Run 1, register map, names as in the netlist:
(3 px per um)
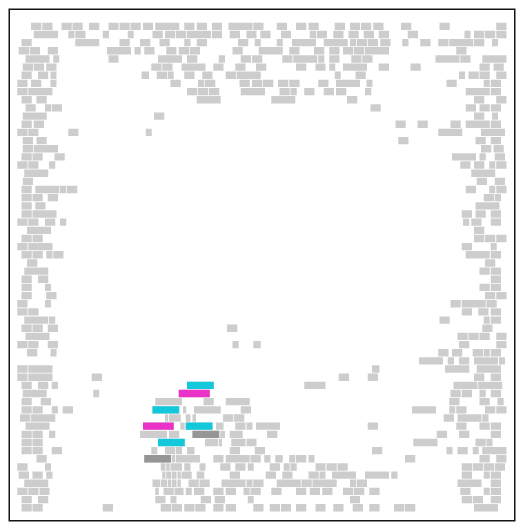
Run 1, wiring heat map:
(2 px per um) 34 x 34 tiles, from dark blue (low) to red (high), scaled to the fullest tile. Values are wire area over tile area, all layers added.
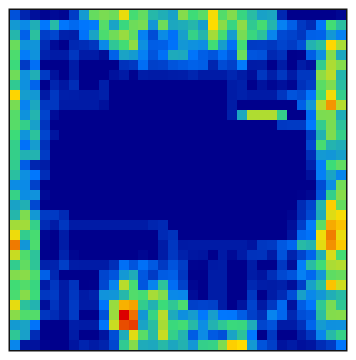
Run 1, cell outlines without signal wires:
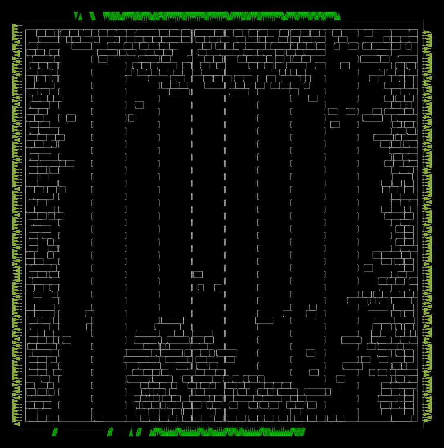
$ cat config.mk
export PLATFORM = sky130hd
export DESIGN_NAME = iob_axil_arb
export DESIGN_NICKNAME = d
export VERILOG_FILES = /design/src/rtl/iob_axil_arb.sv
export SDC_FILE = /design/constraint.sdc
export NUM_CORES = 1
export LEC_CHECK = 0
export CAP_MARGIN = 20
export CORE_AREA = 2 2 166 168
export DETAILED_ROUTE_END_ITERATION = 10
export DIE_AREA = 0 0 168 170
export GPL_ROUTABILITY_DRIVEN = 0
export SYNTH_ARGS = -nofsm -noshare
export SYNTH_HDL_FRONTEND = slang
export SYNTH_SLANG_ARGS = --single-unit
export TNS_END_PERCENT = 20
$ cat constraint.sdc
create_clock -name clk_i -period 5.8 [get_ports clk_i]
set_input_delay 1.74 -clock clk_i [delete_from_list [all_inputs] [get_ports clk_i]]
set_output_delay 1.74 -clock clk_i [all_outputs]
set_load 0.01 [all_outputs]
$ cat src/rtl/iob_axil_arb.sv
// Arbitrates N_MGR IOb requesters onto one IOb-to-AXI-Lite bridge, one transaction at a time.
// Define IOB_AXIL_ARB_RR_EN for round-robin arbitration; the default is fixed priority (lowest index wins).
//
// state    | meaning
// ---------+------------------------------------------------------------
// ST_IDLE  | no owner; any pending request is arbitrated on this edge
// ST_REQ   | granted request presented downstream, waiting for m_ready_i
// ST_RDATA | read accepted, waiting for m_rvalid_i & granted s_rready_i
module iob_axil_arb #(
    parameter int N_MGR  = 4,
    parameter int ADDR_W = 32,
    parameter int DATA_W = 32
) (
    input  logic                       clk_i,
    input  logic                       arst_n_i,
    input  logic                       cke_i,
    input  logic [N_MGR-1:0]           s_valid_i,
    input  logic [N_MGR*ADDR_W-1:0]    s_addr_i,
    input  logic [N_MGR*DATA_W-1:0]    s_wdata_i,
    input  logic [N_MGR*DATA_W/8-1:0]  s_wstrb_i,
    output logic [N_MGR-1:0]           s_ready_o,
    output logic [N_MGR-1:0]           s_rvalid_o,
    output logic [DATA_W-1:0]          s_rdata_o,
    input  logic [N_MGR-1:0]           s_rready_i,
    output logic                       m_valid_o,
    output logic [ADDR_W-1:0]          m_addr_o,
    output logic [DATA_W-1:0]          m_wdata_o,
    output logic [DATA_W/8-1:0]        m_wstrb_o,
    input  logic                       m_ready_i,
    input  logic                       m_rvalid_i,
    input  logic [DATA_W-1:0]          m_rdata_i,
    output logic                       m_rready_o,
    output logic [N_MGR-1:0]           grant_o
);

    localparam int STRB_W = DATA_W / 8;
    localparam int IDX_W  = $clog2(N_MGR);

    localparam logic [1:0] ST_IDLE  = 2'd0;
    localparam logic [1:0] ST_REQ   = 2'd1;
    localparam logic [1:0] ST_RDATA = 2'd2;

    localparam logic [N_MGR-1:0] GRANT_ONE = N_MGR'(1);

    logic [1:0]        state;
    logic [N_MGR-1:0]  grant;
    logic [IDX_W-1:0]  idx;
    logic [IDX_W-1:0]  win_idx;

    logic              g_valid;
    logic [ADDR_W-1:0] g_addr;
    logic [DATA_W-1:0] g_wdata;
    logic [STRB_W-1:0] g_wstrb;
    logic              g_write;
    logic              g_rready;
    logic              in_req;
    logic              in_rdata;

    assign g_valid  = s_valid_i[idx];
    assign g_addr   = s_addr_i[int'(idx)*ADDR_W +: ADDR_W];
    assign g_wdata  = s_wdata_i[int'(idx)*DATA_W +: DATA_W];
    assign g_wstrb  = s_wstrb_i[int'(idx)*STRB_W +: STRB_W];
    assign g_write  = |g_wstrb;
    assign g_rready = s_rready_i[idx];

`ifdef IOB_AXIL_ARB_RR_EN
    logic [IDX_W-1:0] ptr;
    logic             done;
    int               rr_j;

    // Scan downward from the farthest offset so the requester at ptr wins last-written.
    always_comb begin
        win_idx = '0;
        rr_j    = 0;
        for (int off = N_MGR - 1; off >= 0; off--) begin
            rr_j = int'(ptr) + off;
            if (rr_j >= N_MGR) rr_j = rr_j - N_MGR;
            if (s_valid_i[rr_j]) win_idx = IDX_W'(rr_j);
        end
    end

    // Aborted requests do not advance the pointer; only real completions do.
    assign done = (state == ST_REQ && g_valid && m_ready_i && g_write) ||
                  (state == ST_RDATA && m_rvalid_i && g_rready);

    always_ff @(posedge clk_i or negedge arst_n_i) begin
        if (!arst_n_i) begin
            ptr <= '0;
        end else if (cke_i && done) begin
            ptr <= (idx == IDX_W'(N_MGR - 1)) ? '0 : idx + 1'b1;
        end
    end
`else
    always_comb begin
        win_idx = '0;
        for (int i = N_MGR - 1; i >= 0; i--) begin
            if (s_valid_i[i]) win_idx = IDX_W'(i);
        end
    end
`endif

    always_ff @(posedge clk_i or negedge arst_n_i) begin
        if (!arst_n_i) begin
            state <= ST_IDLE;
            grant <= '0;
            idx   <= '0;
        end else if (cke_i) begin
            case (state)
                ST_IDLE: begin
                    if (|s_valid_i) begin
                        state <= ST_REQ;
                        idx   <= win_idx;
                        grant <= GRANT_ONE << win_idx;
                    end
                end
                ST_REQ: begin
                    if (!g_valid) begin
                        state <= ST_IDLE;
                        grant <= '0;
                    end else if (m_ready_i) begin
                        if (g_write) begin
                            state <= ST_IDLE;
                            grant <= '0;
                        end else begin
                            state <= ST_RDATA;
                        end
                    end
                end
                ST_RDATA: begin
                    if (m_rvalid_i && g_rready) begin
                        state <= ST_IDLE;
                        grant <= '0;
                    end
                end
                default: begin
                    state <= ST_IDLE;
                    grant <= '0;
                end
            endcase
        end
    end

    assign in_req   = (state == ST_REQ);
    assign in_rdata = (state == ST_RDATA);

    assign m_valid_o  = in_req & g_valid;
    assign m_addr_o   = in_req ? g_addr  : '0;
    assign m_wdata_o  = in_req ? g_wdata : '0;
    assign m_wstrb_o  = in_req ? g_wstrb : '0;
    assign m_rready_o = in_rdata & g_rready;

    // grant is one-hot of idx, so it doubles as the per-requester routing mask.
    assign s_ready_o  = (in_req & g_valid & m_ready_i) ? grant : '0;
    assign s_rvalid_o = (in_rdata & m_rvalid_i) ? grant : '0;
    assign s_rdata_o  = m_rdata_i;
    assign grant_o    = grant;

endmodule

==> reports/metrics.csv, run 1 <==
stage;metric;value;unit
pwr;seq-power;218;uW
timing;hold_viol_final;0;
finish;lay_top_count;clkdlybuf4s50_1;
finish;finish.net_count;884;
pwr;p_switching;797;uW
logic_synthesis;ys_sh_simple;20.9;%
finish;syn_to_final_growth;137;%
pwr;combinationalPowerShare;84.3;%
finish;n_clock_buffer;3;
critical_path;start_kind;input pin;
hold_path;hold_class;reg -> reg;
critical_path;reg2reg_depth;4;
route;drt_iter0_markers;96;
critical_path;cp-startpoint;s_valid_i[1];
logic_synthesis;async_flop_share;100;%
finish;buffers;370;
finish;clkCellAreaFrac;1.12;%
finish;num_antenna_cells;0;
clocking;cts_setup_buffers;0;
route;avgViaCountPerCell;3.89;
global_route;antenna_found_initial;1;
timing;period_needed;5.53;ns
global_route;grt_pass1_wl;21700;um
critical_path;path_common_cell;clkdlybuf4s50_1;
timing;clock_skew;0.00122;ns
logic_synthesis;ys_sh_xor;0;%
critical_path;worst-path-stages;5;
die;taps;341;
logic_synthesis;yosys-stat-area;2840;um2
die;num_rows;60;
pwr;cellPowerDensity;313;nW/um2
route;finalWirelength;15100;um
global_route;grt_max_degree;48;
route;num_vias;3524;
pwr;ir_drop;0.118;mV
critical_path;crit_required;4.06;ns
logic_synthesis;synth.distinct_cells;30;
critical_path;critPathArrivalTime;3.79;ns
run_status;outcome;complete, no violations;
pwr;p_leak;2.27;nW
timing;clock.fmax;181;MHz
global_route;grt.overflow.total;0;
finish;buf_share;55.2;%
logic_synthesis;synth_flops;8;
## Picture notes: 'register map, names as in the netlist'
legend:
  magenta:
    name_in_the_netlist: idx
    flops: 2
  cyan:
    name_in_the_netlist: grant_o
    flops: 4
not coloured: 2

## Picture notes: 'wiring heat map'
fullest tile: 0.49
mean over tiles: 0.087
emptiest ninth of the die: middle
tiles over half the peak: 12%

## Picture notes: 'cell outlines without signal wires'
Util after Layout: 25.2%
flop share of the area: 3.09%

[run 1: layer usage]
layer	vias to the layer above	wire [um]	global-route usage [%]
met5	-	18	0
met3	34	1380	2.30
met1	1682	5580	11.2
met2	234	7860	18.5
li1	1572	-	-
met4	2	258	2.04
[run 1: per-stage QoR]
step	hold slack, ns	instance area [um2]	total power [mW]	worst slack, ns	std cells
after floorplan	0.550	2840	1.18	1.42	247
after CTS	0.613	6720	2.15	0.294	906
final	0.599	6720	2.10	0.274	906
after global placement	0.600	6640	2.03	0.331	903
after detailed placement	0.601	6640	2.03	0.302	903
after global routing	0.634	6720	2.27	0.181	906
[run 1: flip-flops by register name (all words and copies together), names as in the netlist]
| register | count |
|---|---|
| grant_o | 4 |
| idx | 2 |
| state | 2 |
Run 1, wiring by layer:
(2 px per um) Only two layers are drawn.
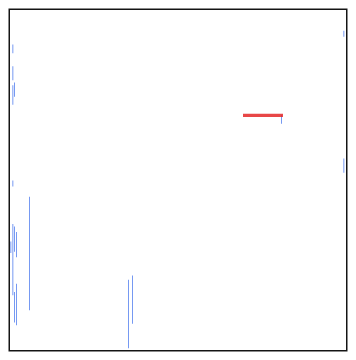

==> run 2, diff against run 1 <==
--- a/config.mk
+++ b/config.mk
@@ -9,6 +9,7 @@
 export CORE_AREA = 2 2 166 168
 export DETAILED_ROUTE_END_ITERATION = 10
 export DIE_AREA = 0 0 168 170
+export DONT_BUFFER_PORTS = 1
 export GPL_ROUTABILITY_DRIVEN = 0
 export SYNTH_ARGS = -nofsm -noshare
 export SYNTH_HDL_FRONTEND = slang
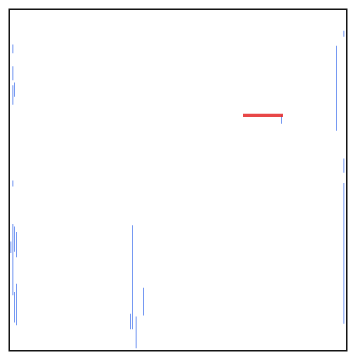
Run 2: wiring by layer
(2 px per um) Only two layers are drawn.
legend:
  red:
    layer: metal 5
    wire_length: 18.4 um
  blue:
    layer: metal 4
    wire_length: 345 um

==> reports/metrics.csv, run 2 <==
stage;metric;value;unit
timing;hold_slack;0.631;ns
placement;numPlacedInstances;534;
timing;clock_skew;0.00276;ns
pwr;ir_drop;0.197;mV
finish;buffers;1;
placement;dp_slack;1.27;ns
timing;hold_viol_final;0;
pwr;seq-power;258;uW
finish;n_clock_buffer;4;
run_status;outcome;complete, no violations;
placement;dpl_cell_area;2950;um2
global_route;grt_max_degree;72;
timing;period_needed;4.56;ns
critical_path;crit_required;4.06;ns
hold_path;hold_class;reg -> reg;
global_route;grt_pass1_wl;15200;um
route;top_layer_used;met5;
logic_synthesis;yosys-stat-area;2840;um2
route;finalWirelength;12200;um
finish;finalInstanceArea;3040;um2
finish;buf_share;0.658;%
timing;finalWorstSetupSlack;1.24;ns
-- run 2: cell counts after synthesis --
Identical to the previous run, type by type.
-- run 2: path summary, 6_finish.rpt --
| path | slack, ns | to | cells after the start | from |
|---|---|---|---|---|
| setup / recovery | 1.24 | s_ready_o[0] | 3 | s_valid_i[2] |
| max in group asynchronous | 4.52 | idx[0] | 0 | arst_n_i |
| min in group asynchronous | 1.20 | grant_o[2] | 0 | arst_n_i |
| hold / removal | 0.63 | grant_o[2] | 2 | grant_o[2] |
| hold reg to reg | 0.63 | grant_o[2] | 2 | grant_o[2] |
| setup reg to reg | 2.87 | grant_o[3] | 4 | idx[1] |
-- run 2: cell families after synthesis --
group	share of synthesized area, %
compound gates	3.04
buf+inv	12.7
flops	7.06
mux	56.3
simple gates	20.9
Power is estimated from default activity; no workload was simulated.
